## src/rtl/clk_pkg.sv

```systemverilog
// Shared constants for the clock divider: default input frequency and counter width.
// Latency: n/a (package only).
// Backpressure: n/a.
package clk_pkg;

  localparam int unsigned CLK_IN_FREQ_DEFAULT = 50_000_000;
  localparam int          CNT_W               = 32;

  // Half-period in input cycles, integer division, never below one cycle.
  function automatic int unsigned half_cycles(input int unsigned fin, input int unsigned fout);
    int unsigned h;
    if (fout == 0) return 1;
    h = fin / (2 * fout);
    return (h < 1) ? 1 : h;
  endfunction

endpackage

```

## src/rtl/clk_gen_counter.sv

```systemverilog
// Enable-gated modulo-HALF counter; wrap strobes in the enabled cycle where cnt==HALF-1.
// Latency: wrap is combinational from cnt/clken; cnt updates on the next clkin edge.
// Backpressure: clken=0 freezes cnt and suppresses wrap.
module clk_gen_counter
  import clk_pkg::*;
#(
  parameter int unsigned HALF = 1
) (
  input  logic clkin,
  input  logic rst,
  input  logic clken,
  output logic wrap
);

  localparam logic [CNT_W-1:0] LAST = CNT_W'(HALF - 1);

  logic [CNT_W-1:0] cnt;

  assign wrap = clken && (cnt == LAST);

  // Count enabled cycles, returning to zero on the half-period boundary.
  always_ff @(posedge clkin or negedge rst) begin
    if (!rst) begin
      cnt <= '0;
    end else if (wrap) begin
      cnt <= '0;
    end else if (clken) begin
      cnt <= cnt + CNT_W'(1);
    end
  end

endmodule

```

## src/rtl/clk_gen.sv

```systemverilog
// Divides clkin down to a 50% duty clkout of period 2*HALF cycles; optional rise tick (CLK_GEN_TICK_EN).
// Latency: first clkout rise HALF enabled cycles after reset release; clkout/tick are registered.
// Backpressure: clken=0 freezes the count and clkout with no lost or extra edge.
module clk_gen
  import clk_pkg::*;
#(
  parameter int unsigned clk_freq    = 1000,
  parameter int unsigned CLK_IN_FREQ = CLK_IN_FREQ_DEFAULT
) (
  input  logic clkin,
  input  logic rst,
  input  logic clken,
  output logic clkout
`ifdef CLK_GEN_TICK_EN
  ,
  output logic clkout_tick
`endif
);

  localparam int unsigned HALF = half_cycles(CLK_IN_FREQ, clk_freq);

  // A zero or above-input output frequency has no meaningful divider.
  if (clk_freq == 0 || clk_freq > CLK_IN_FREQ) begin : g_bad_freq
    $error("clk_gen: illegal clk_freq=%0d for CLK_IN_FREQ=%0d", clk_freq, CLK_IN_FREQ);
  end

  logic wrap;

  clk_gen_counter #(
    .HALF (HALF)
  ) u_counter (
    .clkin (clkin),
    .rst   (rst),
    .clken (clken),
    .wrap  (wrap)
  );

  // clkout comes straight from this flop so it cannot glitch.
  always_ff @(posedge clkin or negedge rst) begin
    if (!rst) begin
      clkout <= 1'b0;
    end else if (wrap) begin
      clkout <= ~clkout;
    end
  end

`ifdef CLK_GEN_TICK_EN
  // Tick is high exactly in the cycle clkout becomes 1.
  always_ff @(posedge clkin or negedge rst) begin
    if (!rst) begin
      clkout_tick <= 1'b0;
    end else begin
      clkout_tick <= wrap && !clkout;
    end
  end
`endif

endmodule

```

## config.mk

```make
export PLATFORM = sky130hd
export DESIGN_NAME = clk_gen
export DESIGN_NICKNAME = d
export VERILOG_FILES = /design/src/rtl/clk_pkg.sv /design/src/rtl/clk_gen_counter.sv /design/src/rtl/clk_gen.sv
export SDC_FILE = /design/constraint.sdc
export NUM_CORES = 1
export LEC_CHECK = 0
export CAP_MARGIN = 40
export CORE_MARGIN = 10
export CORE_UTILIZATION = 50
export DETAILED_ROUTE_END_ITERATION = 8
export PLACE_DENSITY = 0.67
export SYNTH_ARGS = -nofsm -noshare
export SYNTH_HDL_FRONTEND = slang
export SYNTH_SLANG_ARGS = --single-unit
```

## constraint.sdc

```tcl
create_clock -name clkin -period 2.19 [get_ports clkin]
set_input_delay 0.3285 -clock clkin [delete_from_list [all_inputs] [get_ports clkin]]
set_output_delay 0.3285 -clock clkin [all_outputs]
set_load 0.005 [all_outputs]
```

==> images/layer_met2.png <==
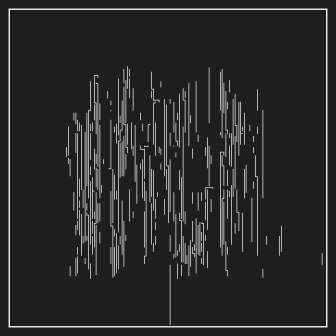
longest straight run = 27.2 µm
main direction = vertical
share of all routed wire = 49%
nets with wire on the layer = 143
met2 Use GR: 20.2%
routed wire length: 3.24 mm
vias post-DR: 1,177

==> images/metal_density.png <==
The bar under the picture is 20 µm long. 16 x 16 tiles, from black (low) to pale yellow (high), scaled to the fullest tile. Values are wire area over tile area, all layers added.
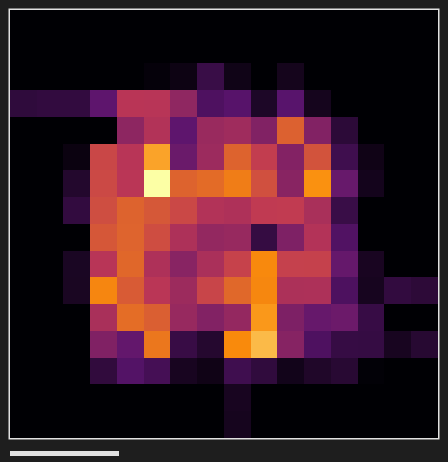
emptiest ninth of the die = north-east
mean over tiles = 0.082
nearly empty tiles = 48%
tiles over half the peak = 15%
densest ninth of the die = center

==> deck_impl_summary.md <==
Key Metrics from the Run

Power and ir drop
  – Maximum VDD drop: 0.304 mV
  – PwrDens: 667 nW/µm²
  – Power, Total: 1.24 mW

Run status
  – Outcome: finished clean

Finish
  – Most frequent cells in the layout: dfrtp_1 (33), xnor2_1 (17), nand4_1 (14), xor2_1 (13), nand2_1 (12)
  – Post-route cell area: 1860 µm²

Drt
  – DRC Markers: 0
  – Uppermost routed layer: met4
  – Met2 wire length: 1.60 mm
  – Via density per instance: 5.53

Placed design
  – Post-Place Cell Area: 1790 µm²
  – Worst slack at placement: 0.0865 ns

Critical path
  – End of the critical path: u_counter.cnt[20]$_DFFE_PN0P_
  – Reg-to-Reg Start: u_counter.cnt[0]$_DFFE_PN0P_
  – Critical R2R Capture: u_counter.cnt[20]$_DFFE_PN0P_
  – Crit path max fanout: 10

Synth
  – Syn Inst Count: 157
  – Yosys aoi share: 1.46%
  – Post-synth EDFFs: 0
  – Yosys simple share: 31.1%

Timing
  – RSZ-0062 raised after global routing: false
  – Final Hold Viols: 0
  – Fmax: 0.562 GHz

Global route
  – GRT busiest layer: met2
  – Vias in the first global route: 1,275

Clock network
  – Cts bufs inserted: 5
  – Clk buf depth: 2
==> images/cell_density.png <==
The bar under the picture is 20 µm long. 8 x 8 tiles, from black (low) to pale yellow (high), 0 to 100% covered.
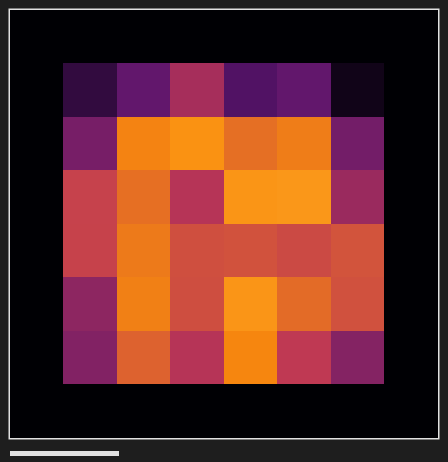
fullest tile = 77%
emptiest ninth of the die = north-east
tiles over 75% full = 6.2%
densest ninth of the die = center
nearly empty tiles = 44%
mean over tiles = 29%
fin util: 56.2%
Starting Density: 51.6%
core area: 3310 µm²

==> images/layer_met1.png <==
The bar under the picture is 20 µm long.
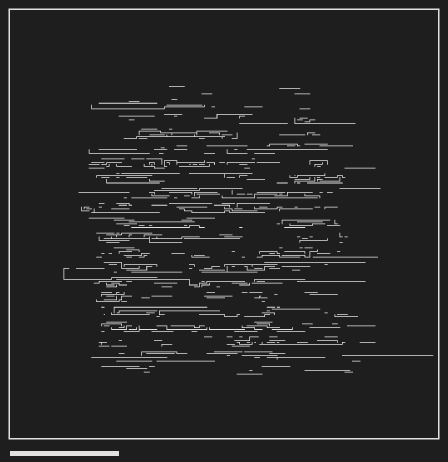
nets with wire on the layer = 156
longest straight run = 18.4 µm
grt met1 use: 14.0%

==> worst max-delay path: cells and delay by family, from the launching register on <==
| family | cells | cell delay (ns) |
|---|---|---|
| DFF | 1 | 0.40 |
| xor gates and xnor gates | 1 | 0.20 |
| adders and majority gates | 1 | 0.21 |
| and+or+nand+nor | 3 | 0.90 |
==> Yosys cell counts, types with 2 or more instances <==
| library cell | count | area [µm²] |
|---|---|---|
| nor4b_1 | 2 | 17.5 |
| buf_2 | 2 | 10.0 |
| nand2b_1 | 2 | 12.5 |
| nand2_1 | 12 | 45.0 |
| buf_6 | 2 | 22.5 |
| and2_1 | 3 | 18.8 |
| xnor2_1 | 17 | 149 |
| o21ai_0 | 2 | 10.0 |
| inv_1 | 4 | 15.0 |
| xor2_1 | 13 | 114 |
| nand4_1 | 14 | 87.6 |
| dfrtp_1 | 33 | 826 |
| nor4_2 | 6 | 75.1 |
| and4_1 | 2 | 17.5 |
| nor2_1 | 9 | 33.8 |
| and3_1 | 4 | 25.0 |
| nor3_1 | 5 | 25.0 |
| nand4_2 | 2 | 25.0 |
| nor4_1 | 4 | 25.0 |
| nand3_1 | 6 | 30.0 |
==> registers in the layout, summed over array words and instances (netlist names) <==
register	flops
u_counter.cnt	32
clkout	1
==> area by class of cell <==
cell class                 count  area [µm²]
multi-input combinational    115         832
fill                         308        1450
clock inverter                 1        5.00
tap                           46        57.6
sequential                    33         826
timing repair buffer           7        60.1
inverter                       4        15.0
clock buffer                   7        65.1
==> report_power, final <==
part | total [mW] | switching (mW) | internal, mW
combinational | 0.115 | 0.0593 | 0.0560
sequential | 0.731 | 0.0755 | 0.656
clock | 0.395 | 0.209 | 0.186
total | 1.24 | 0.344 | 0.898
Power and IR drop assume default switching activity.
